===== src/rtl/const_mac_neuron_pkg.sv =====
// ---------------------------------------------------------------------------
// const_mac_neuron_pkg
// Shared types and elaboration helpers for the constant-weight MAC neuron.
//   state_t   : neuron control states (IDLE, ACCUM, FLUSH, DONE)
//   act_t     : signed activation at the default width
//   prod_t    : full-precision signed product at the default width
//   acc_width : accumulator width that cannot overflow for N_IN products
//   idx_width : width of the arrival-index counter (at least 1 bit)
// ---------------------------------------------------------------------------
package const_mac_neuron_pkg;

  localparam int DEF_WIDTH = 16;
  localparam int DEF_N_IN  = 4;

  typedef enum logic [1:0] {
    ST_IDLE  = 2'd0,
    ST_ACCUM = 2'd1,
    ST_FLUSH = 2'd2,
    ST_DONE  = 2'd3
  } state_t;

  typedef logic signed [DEF_WIDTH-1:0]   act_t;
  typedef logic signed [2*DEF_WIDTH-1:0] prod_t;

  // Sum of n_in full-precision products plus a bias needs clog2(n_in)+1
  // guard bits on top of the product width.
  function automatic int acc_width(input int width, input int n_in);
    return 2 * width + $clog2(n_in) + 1;
  endfunction

  // A single-input neuron still carries a 1-bit index that stays at zero.
  function automatic int idx_width(input int n_in);
    return (n_in > 1) ? $clog2(n_in) : 1;
  endfunction

endpackage


===== src/rtl/const_mac_neuron_if.sv =====
// ---------------------------------------------------------------------------
// const_mac_neuron_if
// Input activation stream and output result stream of the MAC neuron.
//   in_data/in_valid/in_ready    : activation stream (producer -> neuron)
//   out_data/out_valid/out_ready : result stream (neuron -> consumer)
// Modports:
//   master : the surrounding fabric (drives activations, accepts results)
//   slave  : the neuron itself
// ---------------------------------------------------------------------------
interface const_mac_neuron_if
  import const_mac_neuron_pkg::*;
#(
  parameter int WIDTH     = DEF_WIDTH,
  parameter int ACC_WIDTH = acc_width(DEF_WIDTH, DEF_N_IN)
);

  logic signed [WIDTH-1:0]     in_data;
  logic                        in_valid;
  logic                        in_ready;
  logic signed [ACC_WIDTH-1:0] out_data;
  logic                        out_valid;
  logic                        out_ready;

  modport master (
    output in_data, in_valid, out_ready,
    input  in_ready, out_data, out_valid
  );

  modport slave (
    input  in_data, in_valid, out_ready,
    output in_ready, out_data, out_valid
  );

endinterface


===== src/rtl/const_mac_neuron_indexed_const_mul.sv =====
// ---------------------------------------------------------------------------
// indexed_const_mul
// Stage 1 of the neuron pipeline: multiplies the accepted activation by the
// compile-time weight selected by its arrival index and registers the
// full-precision product.
//   clk, rst   : clock, synchronous active-high reset
//   idx        : arrival index of the current activation
//   in_data    : signed activation
//   valid      : activation accepted this cycle
//   prod       : registered signed product (2*WIDTH bits)
//   prod_valid : prod holds a fresh product
// ---------------------------------------------------------------------------
module indexed_const_mul
  import const_mac_neuron_pkg::*;
#(
  parameter int                    WIDTH   = DEF_WIDTH,
  parameter int                    N_IN    = DEF_N_IN,
  parameter int                    IDX_W   = idx_width(N_IN),
  parameter logic [N_IN*WIDTH-1:0] WEIGHTS = {16'sh0005, 16'sh0000, 16'sh0003, 16'shfff8}
) (
  input  logic                        clk,
  input  logic                        rst,
  input  logic [IDX_W-1:0]            idx,
  input  logic signed [WIDTH-1:0]     in_data,
  input  logic                        valid,
  output logic signed [2*WIDTH-1:0]   prod,
  output logic                        prod_valid
);

  logic signed [WIDTH-1:0]   weight_s;
  logic signed [2*WIDTH-1:0] in_ext_s;
  logic signed [2*WIDTH-1:0] w_ext_s;
  logic signed [2*WIDTH-1:0] prod_s;
  logic signed [2*WIDTH-1:0] prod_r;
  logic                      prod_valid_r;

  // Weight lookup; an out-of-range index (unreachable) reads as zero weight.
  always_comb begin
    weight_s = {WIDTH{1'b0}};
    if (int'(idx) < N_IN) begin
      weight_s = WEIGHTS[idx*WIDTH +: WIDTH];
    end else begin
      weight_s = {WIDTH{1'b0}};
    end
  end

  // Both operands are sign-extended first so the 2*WIDTH product is exact.
  assign in_ext_s = {{WIDTH{in_data[WIDTH-1]}}, in_data};
  assign w_ext_s  = {{WIDTH{weight_s[WIDTH-1]}}, weight_s};
  assign prod_s   = in_ext_s * w_ext_s;

  // Product register; only loads on an accept so prod is stable otherwise.
  always_ff @(posedge clk) begin
    if (rst) begin
      prod_r       <= {(2*WIDTH){1'b0}};
      prod_valid_r <= 1'b0;
    end else begin
      prod_valid_r <= valid;
      if (valid) begin
        prod_r <= prod_s;
      end
    end
  end

  assign prod       = prod_r;
  assign prod_valid = prod_valid_r;

endmodule


===== src/rtl/const_mac_neuron.sv =====
// ---------------------------------------------------------------------------
// const_mac_neuron
// Serial constant-weight neuron: accepts N_IN signed activations, multiplies
// the i-th by WEIGHTS[i], accumulates onto BIAS and presents one signed
// result per vector. The last accept at edge t yields out_valid after t+1.
//   clk  : clock, all state changes on the rising edge
//   rst  : synchronous active-high reset
//   busy : high in every state except IDLE
//   bus  : slave side of const_mac_neuron_if (activation + result streams)
// Build option:
//   CONST_MAC_NEURON_RELU_EN : clamp negative results to zero at the
//   output register (accumulator itself keeps the raw sum).
// ---------------------------------------------------------------------------
module const_mac_neuron
  import const_mac_neuron_pkg::*;
#(
  parameter int                      WIDTH     = DEF_WIDTH,
  parameter int                      N_IN      = DEF_N_IN,
  parameter int                      ACC_WIDTH = acc_width(WIDTH, N_IN),
  parameter logic [N_IN*WIDTH-1:0]   WEIGHTS   = {16'sh0005, 16'sh0000, 16'sh0003, 16'shfff8},
  parameter logic signed [WIDTH-1:0] BIAS      = 16'sd10
) (
  input  logic              clk,
  input  logic              rst,
  output logic              busy,
  const_mac_neuron_if.slave bus
);

  localparam int                          IDX_W    = idx_width(N_IN);
  localparam logic [IDX_W-1:0]            LAST_IDX = IDX_W'(N_IN - 1);
  localparam logic signed [ACC_WIDTH-1:0] BIAS_EXT = {{(ACC_WIDTH-WIDTH){BIAS[WIDTH-1]}}, BIAS};

  state_t                      state_r;
  state_t                      state_nxt_s;
  logic [IDX_W-1:0]            idx_r;
  logic                        in_ready_s;
  logic                        accept_s;
  logic                        last_s;
  logic                        out_fire_s;
  logic signed [2*WIDTH-1:0]   prod_s;
  logic                        prod_valid_s;
  logic signed [ACC_WIDTH-1:0] prod_ext_s;
  logic signed [ACC_WIDTH-1:0] sum_s;
  logic signed [ACC_WIDTH-1:0] result_s;
  logic signed [ACC_WIDTH-1:0] acc_r;
  logic signed [ACC_WIDTH-1:0] out_data_r;
  logic                        out_valid_r;

  assign in_ready_s = (state_r == ST_IDLE) || (state_r == ST_ACCUM);
  assign accept_s   = bus.in_valid && in_ready_s;
  assign last_s     = (idx_r == LAST_IDX);
  assign out_fire_s = out_valid_r && bus.out_ready;

  indexed_const_mul #(
    .WIDTH   (WIDTH),
    .N_IN    (N_IN),
    .IDX_W   (IDX_W),
    .WEIGHTS (WEIGHTS)
  ) u_mul (
    .clk        (clk),
    .rst        (rst),
    .idx        (idx_r),
    .in_data    (bus.in_data),
    .valid      (accept_s),
    .prod       (prod_s),
    .prod_valid (prod_valid_s)
  );

  // Stage 2 adder: adds the pending product, if any, to the running sum.
  always_comb begin
    prod_ext_s = {ACC_WIDTH{1'b0}};
    if (prod_valid_s) begin
      prod_ext_s = {{(ACC_WIDTH-2*WIDTH){prod_s[2*WIDTH-1]}}, prod_s};
    end else begin
      prod_ext_s = {ACC_WIDTH{1'b0}};
    end
  end

  assign sum_s = acc_r + prod_ext_s;

  // Value presented at the output; ReLU only affects what leaves the block.
  always_comb begin
    result_s = sum_s;
`ifdef CONST_MAC_NEURON_RELU_EN
    if (sum_s[ACC_WIDTH-1]) begin
      result_s = {ACC_WIDTH{1'b0}};
    end else begin
      result_s = sum_s;
    end
`endif
  end

  // Next-state logic; IDLE and ACCUM share the accept rule (IDLE's idx is 0).
  always_comb begin
    state_nxt_s = state_r;
    case (state_r)
      ST_IDLE, ST_ACCUM: begin
        if (accept_s && last_s) begin
          state_nxt_s = ST_FLUSH;
        end else if (accept_s) begin
          state_nxt_s = ST_ACCUM;
        end else begin
          state_nxt_s = state_r;
        end
      end
      ST_FLUSH: begin
        state_nxt_s = ST_DONE;
      end
      ST_DONE: begin
        if (out_fire_s) begin
          state_nxt_s = ST_IDLE;
        end else begin
          state_nxt_s = ST_DONE;
        end
      end
      default: begin
        state_nxt_s = ST_IDLE;
      end
    endcase
  end

  // State register.
  always_ff @(posedge clk) begin
    if (rst) begin
      state_r <= ST_IDLE;
    end else begin
      state_r <= state_nxt_s;
    end
  end

  // Arrival-index counter; wraps to 0 on the last accept of a vector.
  always_ff @(posedge clk) begin
    if (rst) begin
      idx_r <= {IDX_W{1'b0}};
    end else if (accept_s && last_s) begin
      idx_r <= {IDX_W{1'b0}};
    end else if (accept_s) begin
      idx_r <= idx_r + {{(IDX_W-1){1'b0}}, 1'b1};
    end
  end

  // Accumulator; reloads the bias when the result is handed off.
  always_ff @(posedge clk) begin
    if (rst) begin
      acc_r <= BIAS_EXT;
    end else if (out_fire_s) begin
      acc_r <= BIAS_EXT;
    end else if (prod_valid_s) begin
      acc_r <= sum_s;
    end
  end

  // Output register: captured in FLUSH (final product folded in the same
  // edge), held until the consumer takes it.
  always_ff @(posedge clk) begin
    if (rst) begin
      out_valid_r <= 1'b0;
      out_data_r  <= {ACC_WIDTH{1'b0}};
    end else if (state_r == ST_FLUSH) begin
      out_valid_r <= 1'b1;
      out_data_r  <= result_s;
    end else if (out_fire_s) begin
      out_valid_r <= 1'b0;
    end
  end

  assign bus.in_ready  = in_ready_s;
  assign bus.out_data  = out_data_r;
  assign bus.out_valid = out_valid_r;
  assign busy          = (state_r != ST_IDLE);

endmodule


===== src/flat_wrapper.sv =====
// flat-port wrapper written by rule: the top's interface ports become plain ports
module const_mac_neuron_flat import const_mac_neuron_pkg::*;
#(
  parameter int                      WIDTH     = DEF_WIDTH,
  parameter int                      N_IN      = DEF_N_IN,
  parameter int                      ACC_WIDTH = acc_width(WIDTH, N_IN),
  parameter logic [N_IN*WIDTH-1:0]   WEIGHTS   = {16'sh0005, 16'sh0000, 16'sh0003, 16'shfff8},
  parameter logic signed [WIDTH-1:0] BIAS      = 16'sd10
)
  (clk, rst, busy, bus_in_data, bus_in_valid, bus_out_ready, bus_in_ready, bus_out_data, bus_out_valid);
  const_mac_neuron_if #(.WIDTH(WIDTH), .ACC_WIDTH(ACC_WIDTH)) bus_i ();
  input  logic clk;
  input  logic rst;
  output logic busy;
  input wire logic [$bits(bus_i.in_data)-1:0] bus_in_data;
  input wire logic [$bits(bus_i.in_valid)-1:0] bus_in_valid;
  input wire logic [$bits(bus_i.out_ready)-1:0] bus_out_ready;
  output wire logic [$bits(bus_i.in_ready)-1:0] bus_in_ready;
  output wire logic [$bits(bus_i.out_data)-1:0] bus_out_data;
  output wire logic [$bits(bus_i.out_valid)-1:0] bus_out_valid;
  assign bus_i.in_data = bus_in_data;
  assign bus_i.in_valid = bus_in_valid;
  assign bus_i.out_ready = bus_out_ready;
  assign bus_in_ready = bus_i.in_ready;
  assign bus_out_data = bus_i.out_data;
  assign bus_out_valid = bus_i.out_valid;
  const_mac_neuron #(.WIDTH(WIDTH), .N_IN(N_IN), .ACC_WIDTH(ACC_WIDTH), .WEIGHTS(WEIGHTS), .BIAS(BIAS)) u_core (.clk(clk), .rst(rst), .busy(busy), .bus(bus_i));
endmodule

===== config.mk =====
export PLATFORM = sky130hd
export DESIGN_NAME = const_mac_neuron_flat
export DESIGN_NICKNAME = d
export VERILOG_FILES = /design/src/rtl/const_mac_neuron_pkg.sv /design/src/rtl/const_mac_neuron_if.sv /design/src/rtl/const_mac_neuron_indexed_const_mul.sv /design/src/rtl/const_mac_neuron.sv /design/src/flat_wrapper.sv
export SDC_FILE = /design/constraint.sdc
export NUM_CORES = 1
export LEC_CHECK = 0
export CELL_PAD_IN_SITES_DETAIL_PLACEMENT = 1
export CELL_PAD_IN_SITES_GLOBAL_PLACEMENT = 2
export CORE_MARGIN = 4
export CORE_UTILIZATION = 39
export DETAILED_ROUTE_END_ITERATION = 8
export GPL_ROUTABILITY_DRIVEN = 0
export PLACE_DENSITY_LB_ADDON = 0.1
export SLEW_MARGIN = 30
export SYNTH_ARGS = -nofsm -noshare
export SYNTH_HDL_FRONTEND = slang
export SYNTH_SLANG_ARGS = --single-unit

===== constraint.sdc =====
create_clock -name clk -period 9.9 [get_ports clk]
set_input_delay 1.98 -clock clk [delete_from_list [all_inputs] [get_ports clk]]
set_output_delay 1.98 -clock clk [all_outputs]
set_load 0.01 [all_outputs]

**Where the registers sit**

(2 px per um) Other sequential cells in the stronger gray, the rest of the logic in the fainter gray.
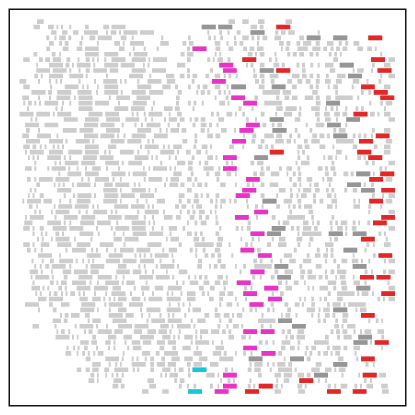
legend:
  u_core.idx_r:
    color: cyan
    placed_flops: 2
  u_core.bus.out_data:
    color: red
    placed_flops: 35
  u_core.u_mul.prod:
    color: magenta
    placed_flops: 32
    where: a column down the middle

==> notes.md <==
Implementation progress

The run finished with clean final reports. Looking at the clock tree report, the root buffer type is clkbuf_16. Setup repair after global routing left no endpoint under its margin. The share of cells above drive strength 1 stands at 2.763%. The floorplan report lists the tap cell count as ~460.

The total area inside the core boundary comes to 0.03548 mm^2. The total area of multi-input combinational cells stands at 0.01040 mm^2. Summing the areas of all and, or, nand and nor instances in the mapped netlist gives 15.82% of the synthesized area. The first global-routing pass estimated a little over 60000 um of wire. Summed over its instances, the top area cell type makes up roughly 28% of the synthesized netlist area. The worst reg-to-reg path cell count stands at 26. The sequential cells in the finished layout cover a total of between 0.002 and 0.0025 mm^2.

The setup path with the least slack is of type input pin to flop. The initial antenna violation count came to 0. The number of non-clock buffers in the layout stands at 69.

The total met3 wirelength after detailed routing stands at 613 um. The multi-input combinational cell count stands at 1166. The via density per instance stands at ~4.9. The area share of and-or/or-and cells after synthesis stands at 12.92%. The non-filler instance count after layout stands at 2126. The number of warning messages in the yosys log stands at 0.

The cell count after synthesis came out at 1658. The worst setup slack for register-to-register paths stands at roughly 2.2 ns. Looking at the max-slew report, the worst-margin pin has a slew of a little under 0.9 ns. Per the detail_route report, DRC violations left total 0. The peak fanout along the critical path stands at 10. Counting I/O delays and the setup requirement, the final critical path takes 8.204 ns. The clock net in this run drives a total of 108 sinks. The final report gives the standard cell area, fillers excluded, as 0.01522 mm^2.

Among logic cells in the layout, the one with the most instances is inv_1. The report puts the hold buffer count at CTS at 0. The share of synthesized cell area in full adder, half adder and majority cells stands at approximately two fifths.

In the synthesized netlist the async set-or-reset flop fraction comes to 0%. On the critical path the data arrives at 8.41 ns. Among all stages on the critical path, the largest delay is contributed by clkdlybuf4s50_1. Per the finish-stage timing summary, setup violations number 0. The buffering stage count on the worst path with inverters included stands at 7. The number of nets in the layout stands at 2001. For reference, the critical path is launched at bus_in_data[14]. The setup TNS after final layout stands at 0 ns.

The OpenROAD report gives the critical path a required time of a little over 10 ns. The worst setup path is launched from an input pin. Ranked by total cell area, the synthesized netlist is headed by fa_1 (28%), dfxtp_1 (15%), ha_1 (11%).

The worst slew margin relative to its limit stands at 40.33%. The stage logs contain a warning count of 29. The average cell area after synthesis stands at 8.452 um^2. Counting the clock-network buffers in the layout gives 13. The remaining antenna violation count stands at 0. The final layout report lists a non-clock inverter count of a little over 300. The most common logic cells in the final layout are inv_1 (306), nand2_1 (198), fa_1 (198).

The timing report gives the clock slew at the launch and capture registers of the worst setup and hold paths as 0.07 ns. In this run, CTS created clock tree buffers numbering 9. The repair_antennas step left the layout with diodes totalling 0. The startpoint identified for the worst hold timing path is u_core.u_mul.prod[14]. The latest clock arrival within the worst-skew pair stands at between 0.3 and 0.4 ns. Yosys reports the multiplexer fraction of the synthesized area as 1.821%. OpenSTA lists the critical path endpoint as u_core.u_mul.prod[27]. The number of hold-slack violations in the final timing report stands at 0.

The portion of the clock cycle consumed by the worst path in the final layout stands at 82.87%. Hold timing on the final database bottoms out at a slack of ~0.45 ns. According to the cell report, flip-flops and latches in the layout number 108. The critical path goes through clkdlybuf4s50_1 -> and2_1 -> inv_1 -> fa_1 -> inv_1 -> fa_1 -> inv_1 -> fa_1 -> inv_1 -> fa_1 -> fa_1 -> inv_1 -> fa_1 -> inv_1 -> ha_1 -> a21o_1 -> a21o_1 -> a21oi_1 -> nand3b_1 -> o21ai_0 -> o21ai_0 -> xor2_1 -> nand2_1 -> a21oi_1. The number of global-route vias before repair stands at 11450. Detailed routing placed a total of 17020 um of wire on met2. In this run the horizontal extent of the chip is around 200 um. Ranked by instance count, the synthesized netlist is headed by inv_1 (306), fa_1 (198), nand2_1 (198). The count of max-cap constraint violations stands at 0. The number of enable flip-flop cells stands at 0.

The via total after detailed routing stands at 10500. Yosys shows that the main logic family after synthesis is adder cells. The worst hold path cell count stands at 2. The synthesized design spends more area on one cell type than any other, namely fa_1.

By area, the class that comes first in the final layout consists of combinational gates. Across the whole layout, multi-input logic makes up 68.34% of the cell area.

Sequential cells were found to cover 15.43% of the synthesized design area.

Across all setup checks in the final design, the least slack found is 1.696 ns. The number of cells on the critical path stands at 24. STA classifies the critical path endpoint as a flop. For the worst reg-to-reg path, the endpoint reported by OpenROAD is u_core.u_mul.prod[27].

The netlist area before placement stands at roughly 0.014 mm^2. The clock H-tree reported by CTS has 3 levels.
**Congestion heat map**

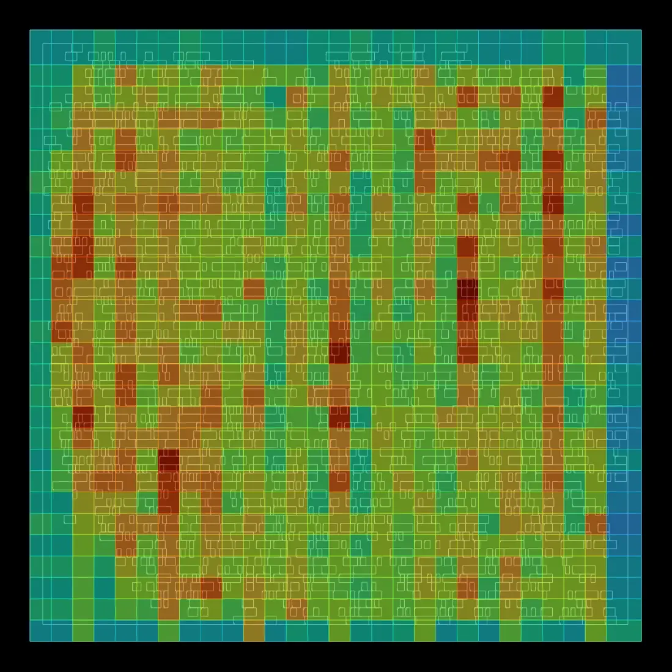
met1 layer usage reported by global route: 26.13%
GR Util met2: 32.75%
utilization of the core after routing: 42.89%
met3 track demand over resource: 1.177%
routed len/inst: 16.74 um

